==> config.mk <==
export PLATFORM = sky130hd
export DESIGN_NAME = fabric_temporal_sw_arb
export DESIGN_NICKNAME = d
export VERILOG_FILES = /design/src/rtl/fabric_common_pkg.sv /design/src/rtl/fabric_temporal_sw_arb_pkg.sv /design/src/rtl/fabric_rr_arb.sv /design/src/rtl/fabric_temporal_sw_arb.sv
export SDC_FILE = /design/constraint.sdc
export NUM_CORES = 1
export LEC_CHECK = 0
export CAP_MARGIN = 30
export CORE_ASPECT_RATIO = 0.75
export CORE_UTILIZATION = 30
export CTS_BUF_LIST = sky130_fd_sc_hd__clkbuf_2 sky130_fd_sc_hd__clkbuf_4 sky130_fd_sc_hd__clkbuf_8
export DETAILED_ROUTE_END_ITERATION = 6
export SLEW_MARGIN = 25
export SYNTH_ARGS = -nofsm -noshare
export SYNTH_HDL_FRONTEND = slang
export SYNTH_SLANG_ARGS = --single-unit
==> constraint.sdc <==
create_clock -name clk -period 5.6 [get_ports clk]
set_clock_uncertainty 0.1 [all_clocks]
set_input_delay 0.56 -clock clk [delete_from_list [all_inputs] [get_ports clk]]
set_output_delay 0.56 -clock clk [all_outputs]
set_load 0.1 [all_outputs]
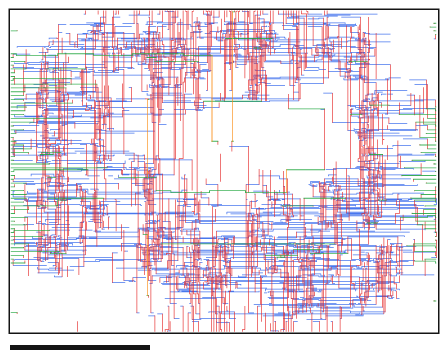
Fig. 1. Signal wires by layer (run 1).
Scale bar: 50 um.
- metal 4: orange (wire length 135 um)
- metal 1: blue (wire length 8640 um)
- metal 2: red (wire length 7910 um)
- metal 3: green (wire length 1070 um)
Detailed Route WL: 17.8 mm
GRT Overall Usage: 0.203

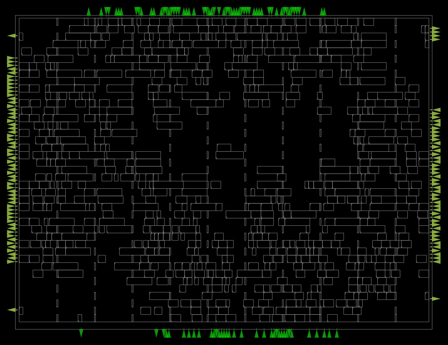
Fig. 2. Cell outlines without signal wires (run 1).
FP Rows: 41
n_taps: 215
Final Instance Count excl. Fillers: 886
Seq area share: 0.293

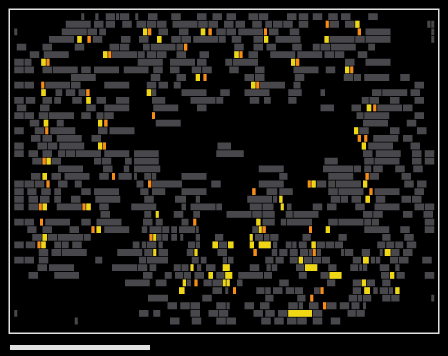
Fig. 3. Logic cells by family (run 1).
Scale bar: 50 um.
- inv cells: orange (cells 47; most used inv_1; where widely spread)
- nor cells: yellow (cells 66; most used nor3_1; where widely spread)
combinational fraction of the cell area: 0.349
Commonest Layout Cell: clkdlybuf4s50_1

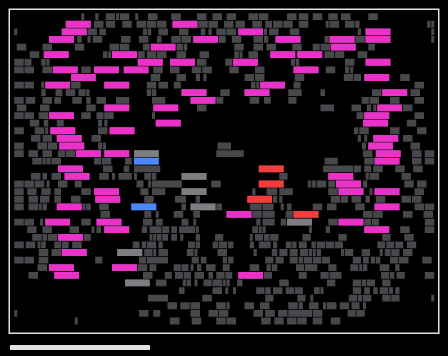
Fig. 4. Sequential cells coloured by netlist name (run 1).
Scale bar: 50 um. Other sequential cells in the stronger grey, the rest of the logic in the fainter grey.
- `g_out.data_q`: magenta (sequential cells 72)
- `g_out.u_arb.rr_ptr`: blue (sequential cells 2)
- `error_code`: red (sequential cells 4; where middle)
- not coloured: 7
Reg area: 2130 um2
P_seq: 0.949 mW
Util after Layout: 0.433

==> metrics.cfg, run 1 <==
[cells_and_area]
non_clock_inverter_count=47
nets=776
ff_count=85
num-nonclk-buffers=194
clkbuf_count=9
drive_above_1_share=0.0686
syn_to_final_growth_pct=41.7
buffer_area_frac=0.268
largest_reg_flops=72
postLayoutCellArea_um2=7270
most-common-layout-cells=183 x clkdlybuf4s50_1, 85 x dfrtp_1, 72 x a221o_1, 46 x inv_1, 42 x nor3_1
clk_share=0.0291
fillers=1638

[clocking]
cts_tree=done
clockBufferDepth=2
post_cts_buffers=0
post_cts_resized=0
cts_made_buffers=9
ctsHoldBuffers=0
cts_root_buffer=clkbuf_8
insertion_delay_ns=0.36
htree_levels=3
clkTransAtPathRegs_ns=0.09

[pwr]
p_total_mw=3.68
power_leakage_nw=3.10
switching_share=0.554
power.group.top=combinational logic
cellInternalPower_mw=1.64
pwr-share-seq=0.258
pwr-share-clk=0.129
p_comb_mw=2.26

[placed_design]
dp.cells=871
post-place-ws_ns=1.17

[yosys]
synthAoiAreaFrac=0.269
simple_gate_area_frac=0.115
adder_share=0.00732
seq_area_frac_synth=0.415
ys_cells=520
most_common_cell=dfrtp_1
ys_async_sr_fraction=1.00
syn_inst=520
ys_types=60
syn_area_um2=5130
mux_area_frac=0.00439
largest_area_cell=dfrtp_1
ys_chip_area_um2=5130
ys.flop_type=dfrtp_1
logic_family=AND-OR/OR-AND gates
common_cells=85 x dfrtp_1, 72 x a221o_1, 46 x inv_1, 42 x nor3_1, 36 x a21boi_0

[setup_path]
start_kind=input pin
worstPathRequired_ns=4.94
cp_top_family=AND-OR/OR-AND gates
path_class=in -> out
path_buffers=3
path_depth=10
crit_path_top_delay_cell=clkdlybuf4s50_1
crit_chain=clkdlybuf4s50_1 -> inv_2 -> a222oi_1 -> nor4b_4 -> a311oi_1 -> o41a_1 -> or2_1 -> a221oi_4 -> o211a_1 -> buf_4
r2r_slack_ns=3.13
critical_path.max_fanout=6

[floorplanning]
fp.dieH_um=115
core_area_um2=16800
ios=199

[final_timing]
setup_tns_ns=0
finalHoldViolations=0
grt_setup_unrepaired=no
worstMarginPinSlew_ns=1.03
final_max_slew_viol_count=0
slew_headroom=0.310
clock.fmax_ghz=0.230
post-route-min-period_ns=4.35

[drt]
drc=0
ant_nets=0
wl_per_cell_um=20.0
dr.pass1.iters=6
num_vias=4712
top_layer=met4
wl_met1_mm=8.64

[global_routing]
globalRouteMet2Util=0.321
busiest_layer=met2
grt_pass1_vias=4832
grt_overflow=0
grt_pass1_wl_mm=27.6
met1_usage=0.280
grt_max_degree=48
antenna_found_initial=0

[job]
drv_cap=0

[outcome]
status=finished, final reports clean

Fig. 5: run 1, cell classes on the final placement
Scale bar: 50 um. Fill, decap, tap and diode cells in grey.
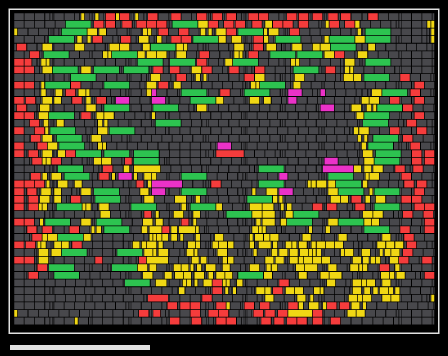

## Run 2: what changed since run 1
==> constraint.sdc (replaced) <==
create_clock -name clk -period 3.64 [get_ports clk]
set_clock_uncertainty 0.1 [all_clocks]
set_input_delay 0.364 -clock clk [delete_from_list [all_inputs] [get_ports clk]]
set_output_delay 0.364 -clock clk [all_outputs]
set_load 0.1 [all_outputs]
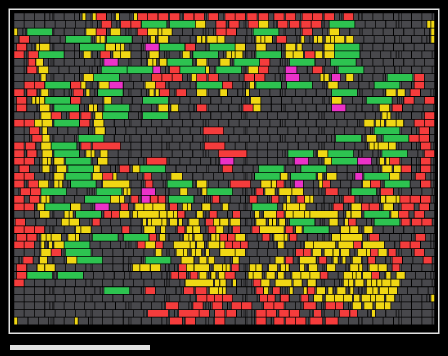
Fig. 6. Cell classes on the final placement (run 2).
Scale bar: 50 um. Fill, decap, tap and diode cells in grey.
- remaining buffers and delay cells: red (cells 263; share of their area 33%)
- combinational and other logic: yellow (cells 377; share of their area 37%)
- clock drivers and dummy loads: magenta (cells 16; share of their area 2.5%)
- sequential cells: green (cells 85; share of their area 28%)
Util after Layout: 0.477
post-route cell area: 8000 um2
total core area: 16800 um2
Seq area share: 0.266

==> run 2 against run 1 <==
Setup slack lost 1.2 ns. Non-clock buffer count grew 69. Synthesized area is the same. Highest routed layer unchanged. Critical path depth grew 1. Power grew 54%. Via count grew 8.8%. Combinational power grew 57%. Sequential cell count is the same. Synthesized cell count is the same. Sequential power grew 53%.
==> metrics.cfg, run 2 <==
[clocking]
post_cts_buffers=1
ctsHoldBuffers=1
cts_made_buffers=9
clkTransAtPathRegs_ns=0.10
cts_root_buffer=clkbuf_8
insertion_delay_ns=0.38
htree_levels=3
clockBufferDepth=2
cts_tree=done

[final_timing]
finalHoldViolations=0
post-route-min-period_ns=3.60
setup_ws_ns=0.0419
worstMarginPinSlew_ns=1.04
slew_headroom=0.304
grt_setup_unrepaired=yes
final_max_slew_viol_count=0
setup_tns_ns=0

[cells_and_area]
register_area_um2=2130
largest_class=logic gates
most-common-layout-cells=172 x clkdlybuf4s50_1, 85 x dfrtp_1, 72 x a221o_1, 69 x buf_4, 44 x inv_1
drive_above_1_share=0.178
sh_comb_area=0.333
ff_count=85
clkbuf_count=10
nets=845
largest_reg_flops=72
buffer_area_frac=0.322
stdcell_count=956
syn_to_final_growth_pct=55.9
fillers=1557
layout_top_cell=clkdlybuf4s50_1
non_clock_inverter_count=47

[yosys]
mux_area_frac=0.00439
logic_family=AND-OR/OR-AND gates
adder_share=0.00732
largest_area_cell=dfrtp_1
ys_chip_area_um2=5130
ys_async_sr_fraction=1.00
seq_area_frac_synth=0.415
ys_cells=520
most_common_cell=dfrtp_1
syn_area_um2=5130
common_cells=85 x dfrtp_1, 72 x a221o_1, 46 x inv_1, 42 x nor3_1, 36 x a21boi_0
simple_gate_area_frac=0.115
ys_types=60

[global_routing]
grt_max_degree=69
busiest_layer=met2
antenna_found_initial=0
globalRouteMet2Util=0.342
grt_pass1_vias=5271

[pwr]
power_leakage_nw=3.56
p_comb_mw=3.55
pwr-share-seq=0.256
switching_share=0.564
p_total_mw=5.66

[floorplanning]
fp.dieH_um=115
num_rows=41
ios=199
taps=215

[drt]
ant_nets=0
top_layer=met4
dr.pass1.iters=7
drc=0

[setup_path]
worstPathRequired_ns=3.18
start_kind=input pin
path_class=in -> out
r2r_slack_ns=1.18
crit_chain=clkdlybuf4s50_1 -> buf_4 -> nand2b_1 -> o221ai_2 -> nor4_4 -> a311oi_2 -> o32ai_2 -> nand3_1 -> a32o_2 -> o211a_1 -> buf_12
path_depth=11
critical_path.max_fanout=6
cp_top_family=AND-OR/OR-AND gates

[job]
drv_cap=0

[outcome]
status=finished, final reports clean

[placed_design]
dp.cells=933

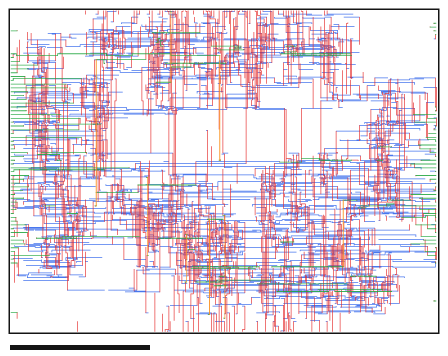
Fig. 7. Signal wires by layer (run 2).
Scale bar: 50 um.
- metal 3: green (wire length 1240 um)
- metal 2: red (wire length 8580 um)
- metal 1: blue (wire length 8950 um)
- metal 4: orange (wire length 254 um)
GRT Overall Usage: 0.218
Vias: 5125
Detailed Route WL: 19.0 mm
WL per Instance: 19.9 um

Power is estimated from default activity; no workload was simulated.
